## src/rtl/pet_stat_engine.sv

```systemverilog
// N-channel vital-stat engine: saturating per-channel counters with programmable decay,
// boost pulses, health drain while a need is critical, and an ALIVE/TEST/DEAD lifecycle.
module pet_stat_engine #(
   parameter int N_STATS     = 5,
   parameter int VAL_W       = 3,
   parameter int VAL_MAX     = 5,
   parameter int TICK_DIV    = 50000000,
   parameter int PER_W       = 7,
   parameter int CRIT_LVL    = 2,
   parameter int WARN_LVL    = 3,
   parameter int CRIT_PERIOD = 10,
   localparam int SEL_W      = (N_STATS > 1) ? $clog2(N_STATS) : 1
) (
   input  logic                       clk,
   input  logic                       rst,
   input  logic [N_STATS*PER_W-1:0]   period_i,
   input  logic [N_STATS-1:0]         boost_i,
   input  logic                       test_tgl_i,
   input  logic [SEL_W-1:0]           sel_i,
   input  logic                       inc_i,
   input  logic                       dec_i,
   input  logic                       revive_i,
   output logic [N_STATS*VAL_W-1:0]   values_o,
   output logic [N_STATS-1:0]         alarm_o,
   output logic [1:0]                 mood_o,
   output logic                       test_o,
   output logic                       dead_o,
   output logic                       tick_o
);

   localparam int PRE_W  = (TICK_DIV > 1) ? $clog2(TICK_DIV) : 1;
   localparam int CRIT_W = (CRIT_PERIOD > 1) ? $clog2(CRIT_PERIOD) : 1;
   localparam int HEALTH = N_STATS - 1;

   typedef enum logic [1:0] {
      ALIVE = 2'd0,
      TEST  = 2'd1,
      DEAD  = 2'd2
   } state_t;

   state_t                     state_reg, state_next;
   logic [PRE_W-1:0]           pre_reg, pre_next;
   logic [CRIT_W-1:0]          crit_reg, crit_next;
   logic [N_STATS*VAL_W-1:0]   values_flat;
   logic [N_STATS-1:0]         crit_need;
   logic [N_STATS-1:0]         warn_need;
   logic                       health_zero;
   logic                       kill;
   logic                       revive;
   logic                       run_alive;
   logic                       run_test;
   logic                       tick;
   logic                       drain;
   logic                       any_need_crit;
   logic                       unused_health_period;

   // The health channel has no decay period of its own; it only drains via the critical counter.
   assign unused_health_period = ^period_i[HEALTH*PER_W +: PER_W];

   assign health_zero   = (values_flat[HEALTH*VAL_W +: VAL_W] == '0);
   assign kill          = (state_reg != DEAD) && health_zero;
   assign revive        = (state_reg == DEAD) && revive_i;
   assign run_alive     = (state_reg == ALIVE) && !health_zero;
   assign run_test      = (state_reg == TEST) && !health_zero;
   assign tick          = (state_reg == ALIVE) && (pre_reg == PRE_W'(TICK_DIV - 1));
   assign any_need_crit = |crit_need[N_STATS-2:0];

   always_comb begin
      state_next = state_reg;
      case (state_reg)
         ALIVE: begin
            if (health_zero)     state_next = DEAD;
            else if (test_tgl_i) state_next = TEST;
         end
         TEST: begin
            if (health_zero)     state_next = DEAD;
            else if (test_tgl_i) state_next = ALIVE;
         end
         DEAD: begin
            if (revive_i)        state_next = ALIVE;
         end
         default:                state_next = ALIVE;
      endcase
   end

   always_ff @(posedge clk) begin
      if (rst) state_reg <= ALIVE;
      else     state_reg <= state_next;
   end

   // Prescaler and critical counter only advance while ALIVE; both restart on death and revival.
   always_comb begin
      pre_next  = pre_reg;
      crit_next = crit_reg;
      drain     = 1'b0;
      if (kill || revive) begin
         pre_next  = '0;
         crit_next = '0;
      end else if (run_alive) begin
         pre_next = tick ? '0 : pre_reg + PRE_W'(1);
         if (tick) begin
            if (!any_need_crit) begin
               crit_next = '0;
            end else if (crit_reg >= CRIT_W'(CRIT_PERIOD - 1)) begin
               crit_next = '0;
               drain     = 1'b1;
            end else begin
               crit_next = crit_reg + CRIT_W'(1);
            end
         end
      end
   end

   always_ff @(posedge clk) begin
      if (rst) begin
         pre_reg  <= '0;
         crit_reg <= '0;
      end else begin
         pre_reg  <= pre_next;
         crit_reg <= crit_next;
      end
   end

   genvar gi;
   generate
      for (gi = 0; gi < N_STATS; gi++) begin : g_chan
         logic [VAL_W-1:0] val_reg, val_next;
         logic             decay;
         logic             up;
         logic             down;
         logic             sel_hit;

         assign sel_hit = (sel_i == SEL_W'(gi));

         if (gi < HEALTH) begin : g_need
            logic [PER_W-1:0] dcnt_reg, dcnt_next;
            logic [PER_W-1:0] period;

            assign period = period_i[gi*PER_W +: PER_W];

            // A counter already past a freshly shortened period restarts without a decrement.
            always_comb begin
               dcnt_next = dcnt_reg;
               decay     = 1'b0;
               if (kill || revive) begin
                  dcnt_next = '0;
               end else if (run_alive && tick) begin
                  if (dcnt_reg >= period) begin
                     dcnt_next = '0;
                  end else if ((dcnt_reg + PER_W'(1)) == period) begin
                     dcnt_next = '0;
                     decay     = 1'b1;
                  end else begin
                     dcnt_next = dcnt_reg + PER_W'(1);
                  end
               end
            end

            always_ff @(posedge clk) begin
               if (rst) dcnt_reg <= '0;
               else     dcnt_reg <= dcnt_next;
            end
         end else begin : g_health
            assign decay = drain;
         end

         // Opposing +1/-1 requests in the same cycle cancel before saturation is applied.
         always_comb begin
            up   = 1'b0;
            down = 1'b0;
            if (run_alive) begin
               up   = boost_i[gi];
               down = decay;
            end else if (run_test && sel_hit && (inc_i != dec_i)) begin
               up   = inc_i;
               down = dec_i;
            end
            val_next = val_reg;
            if (kill) begin
               val_next = '0;
            end else if (revive) begin
               val_next = VAL_W'(VAL_MAX);
            end else if (up && !down && (val_reg < VAL_W'(VAL_MAX))) begin
               val_next = val_reg + VAL_W'(1);
            end else if (down && !up && (val_reg != '0)) begin
               val_next = val_reg - VAL_W'(1);
            end
         end

         always_ff @(posedge clk) begin
            if (rst) val_reg <= VAL_W'(VAL_MAX);
            else     val_reg <= val_next;
         end

         assign values_flat[gi*VAL_W +: VAL_W] = val_reg;
         assign crit_need[gi] = (val_reg <= VAL_W'(CRIT_LVL));
         assign warn_need[gi] = (val_reg <= VAL_W'(WARN_LVL));
      end
   endgenerate

   always_comb begin
      if (state_reg == DEAD) mood_o = 2'd0;
      else if (|crit_need)   mood_o = 2'd1;
      else if (|warn_need)   mood_o = 2'd2;
      else                   mood_o = 2'd3;
   end

   assign values_o = values_flat;
   assign alarm_o  = crit_need;
   assign test_o   = (state_reg == TEST);
   assign dead_o   = (state_reg == DEAD);
   assign tick_o   = tick;

endmodule
```

## config.mk

```make
export PLATFORM = sky130hd
export DESIGN_NAME = pet_stat_engine
export DESIGN_NICKNAME = d
export VERILOG_FILES = /design/src/rtl/pet_stat_engine.sv
export SDC_FILE = /design/constraint.sdc
export NUM_CORES = 1
export LEC_CHECK = 0
export CORE_ASPECT_RATIO = 0.9
export CORE_UTILIZATION = 45
export DETAILED_ROUTE_END_ITERATION = 7
export DONT_BUFFER_PORTS = 1
export HOLD_SLACK_MARGIN = 0.1
export PLACE_DENSITY = 0.59
export SLEW_MARGIN = 20
export SYNTH_ARGS = -nofsm -noshare
export SYNTH_HDL_FRONTEND = slang
export SYNTH_SLANG_ARGS = --single-unit
```

## constraint.sdc

```tcl
create_clock -name clk -period 8.2 [get_ports clk]
set_input_delay 1.64 -clock clk [delete_from_list [all_inputs] [get_ports clk]]
set_output_delay 1.64 -clock clk [all_outputs]
set_load 0.02 [all_outputs]
```

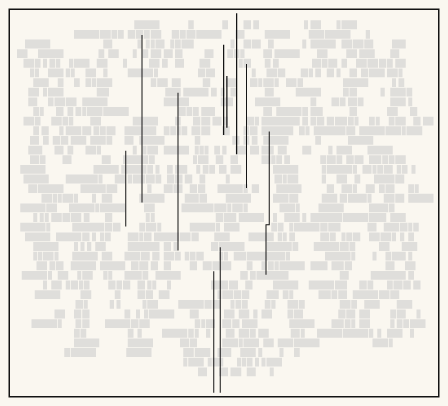
*Met4 routing*
Cells faint in the background.
nets with wire on the layer = 9
longest straight run = 46.9 µm
main direction = vertical

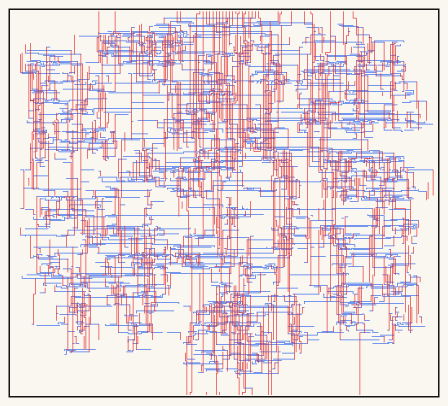
*Metal layers overlaid*
Only two layers are drawn.
blue -> M1  # wire length 6400 µm
red -> M2  # wire length 6610 µm

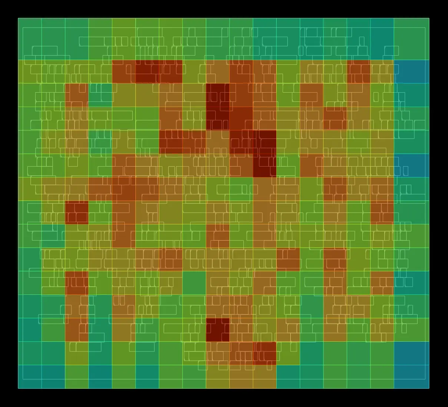
*Routing congestion*
final core utilization: 50.5%
GR Util met1: 26.5%
global routing met3 resource utilization: 5.81%

==> flow_summary.html <==
<h3>Flow metrics</h3>
<table>
<tr><th>Metric</th><th>Value</th></tr>
<tr><th colspan="2">Timing</th></tr>
<tr><td>Max Clk Rate</td><td>about 230 MHz</td></tr>
<tr><td>RSZ-0062 raised after global routing</td><td>false</td></tr>
<tr><td>Transition time of the tightest slew-check pin</td><td>0.986 ns</td></tr>
<tr><td>Worst-case clock skew</td><td>approximately 0.0078 ns</td></tr>
<tr><td>Fin. max-slew vios</td><td>0</td></tr>
<tr><td>Worst hold margin</td><td>0.485 ns</td></tr>
<tr><th colspan="2">Placement</th></tr>
<tr><td>Count of port buffers added during placement</td><td>0</td></tr>
<tr><td>Post-DP HPWL</td><td>10800 µm</td></tr>
<tr><th colspan="2">Routing</th></tr>
<tr><td>Detail Route Antenna Nets</td><td>0</td></tr>
<tr><td>Count of routing violations after the opening detailed-route iteration</td><td>roughly 250</td></tr>
<tr><td>Via density</td><td>5.85</td></tr>
<tr><td>Post-route DRC violation count</td><td>0</td></tr>
<tr><th colspan="2">Logic synthesis</th></tr>
<tr><td>Number of nets produced by synthesis</td><td>808</td></tr>
<tr><td>Post-synth mux share</td><td>0.701%</td></tr>
<tr><td>Netlist cell types</td><td>79</td></tr>
<tr><td>Number of flops mapped to enable cells by yosys</td><td>0</td></tr>
<tr><td>Area fraction in full adders, half adders and majority gates</td><td>under 10%</td></tr>
<tr><td>Simple logic cell fraction of the synthesized area</td><td>27.1%</td></tr>
<tr><td>Synth warn</td><td>0</td></tr>
<tr><td>Async set-reset flop share out of synthesis</td><td>0%</td></tr>
<tr><td>Top cell area share</td><td>approximately a quarter</td></tr>
<tr><td>Number of cells in the yosys synthesis report</td><td>718</td></tr>
<tr><td>Ranking of synthesized cells by instance count</td><td>75 x sky130_fd_sc_hd__dfxtp_1, 66 x sky130_fd_sc_hd__nor2_1, 52 x sky130_fd_sc_hd__inv_1</td></tr>
<tr><td>Post-synth area hogs</td><td>sky130_fd_sc_hd__dfxtp_1 26%, sky130_fd_sc_hd__ha_1 7.9%, sky130_fd_sc_hd__xor2_1 5.7%</td></tr>
<tr><th colspan="2">Power and ir drop</th></tr>
<tr><td>Share of total power in sequential cells</td><td>42.0%</td></tr>
<tr><td>Clock network fraction of total power</td><td>46.8%</td></tr>
<tr><td>Overall power after layout</td><td>922 µW</td></tr>
<tr><td>Net switching power figure</td><td>226 µW</td></tr>
<tr><td>Internal power</td><td>696 µW</td></tr>
<tr><td>Power Density</td><td>149 nW/µm²</td></tr>
<tr><th colspan="2">Cells and area</th></tr>
<tr><td>Non-clock buffer instance count of the final layout</td><td>3</td></tr>
<tr><td>Dominant logic cell type in the layout</td><td>sky130_fd_sc_hd__dfxtp_1</td></tr>
<tr><td>Fillers</td><td>1177</td></tr>
<tr><td>Inverter count</td><td>53</td></tr>
<tr><th colspan="2">Global route</th></tr>
<tr><td>Total global routing overflow</td><td>0</td></tr>
<tr><td>Global router's overall resource usage</td><td>21.8%</td></tr>
<tr><td>Antenna violations before repair</td><td>1</td></tr>
<tr><td>Vias in the first global route</td><td>roughly 4.8k</td></tr>
<tr><td>Wire length of the first global-routing pass</td><td>22800 µm</td></tr>
<tr><th colspan="2">CTS</th></tr>
<tr><td>Clock transition time at the flip-flop clock pins of the worst setup and hold paths</td><td>0.06 ns</td></tr>
<tr><td>Num CTS Buffers</td><td>9</td></tr>
<tr><td>Clock buffer depth</td><td>2</td></tr>
<tr><th colspan="2">Setup path</th></tr>
<tr><td>Type of destination of the critical path</td><td>flop</td></tr>
<tr><td>WS Path Type</td><td>in2reg</td></tr>
<tr><td>FF-to-FF Start</td><td>g_chan[4].val_reg[0]</td></tr>
<tr><td>Critical Path Start</td><td>dec_i</td></tr>
<tr><td>Critical path data arrival time</td><td>roughly 4.5 ns</td></tr>
<tr><td>FF-to-FF End</td><td>g_chan[1].val_reg[1]</td></tr>
<tr><td>Flop-to-flop setup slack</td><td>4.43 ns</td></tr>
<tr><th colspan="2">Job</th></tr>
<tr><td>Max-cap violations</td><td>0</td></tr>
<tr><td>Tool warnings</td><td>35</td></tr>
<tr><th colspan="2">Floorplan</th></tr>
<tr><td>Initial Util</td><td>46.7%</td></tr>
<tr><td>Inserted tap cell count</td><td>approximately 160</td></tr>
<tr><th colspan="2">Worst hold path</th></tr>
<tr><td>Min-delay worst type</td><td>reg2reg</td></tr>
<tr><td>Endpoint of the worst hold path</td><td>pre_reg[23]</td></tr>
<tr><td>Worst hold stages</td><td>2</td></tr>
<tr><th colspan="2">Status</th></tr>
<tr><td>Result of the run</td><td>completed</td></tr>
</table>
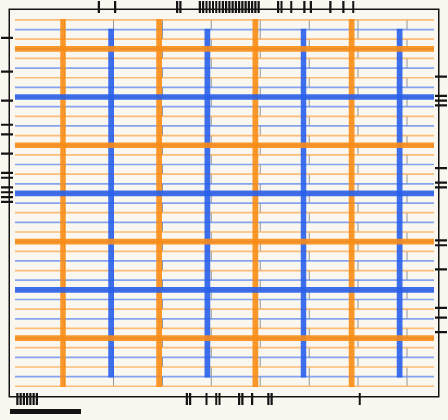
*PDN straps and rails*
Scale bar: 20 µm. Pins as bars on the die edge. Tap cells in gray.
orange -> VSS
blue -> VDD
tap cells = 160
rows = 38
met1 rails = 39

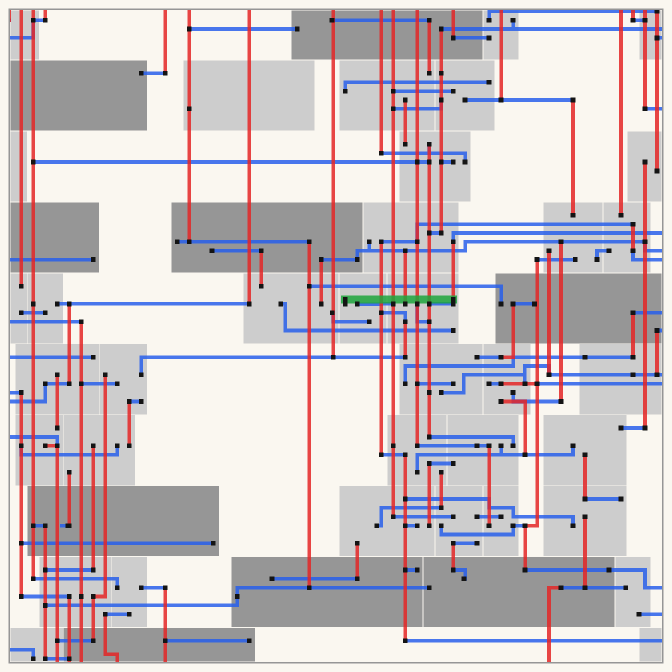
*Zoomed window*
Window x 78 to 103, y 15 to 40 µm. Cells in gray, sequential cells in the stronger gray; small squares are vias.
blue -> M1
red -> M2
green -> M3
most frequent = dfxtp_1 (7), nand2_1 (4)
netlist names of flops here include = `g_chan.g_need.dcnt_reg` (6), `crit_reg` (1)
sequential cells in the window = 7
cells with their middle in the window = 38

worst max-delay path: stages:
cell and delay [ns]:
sky130_fd_sc_hd__nand4bb_1 0.19, sky130_fd_sc_hd__nor3_1 0.59, sky130_fd_sc_hd__a22o_1 0.49, sky130_fd_sc_hd__a21boi_1 0.32
sky130_fd_sc_hd__nand2_1 0.10, sky130_fd_sc_hd__fa_1 0.46, sky130_fd_sc_hd__a2111oi_0 0.34, sky130_fd_sc_hd__a22oi_1 0.12
sky130_fd_sc_hd__a21oi_1 0.22, sky130_fd_sc_hd__a211oi_2 0.06
per-layer routing:
metal	routed length [µm]	part of all wire, %	track usage (%)
met1	6400	45	26.5
met5	0	0	0
met2	6610	47	37.3
met4	341	2.4	7.76
met3	748	5.3	5.81
Power is estimated from default activity; no workload was simulated.
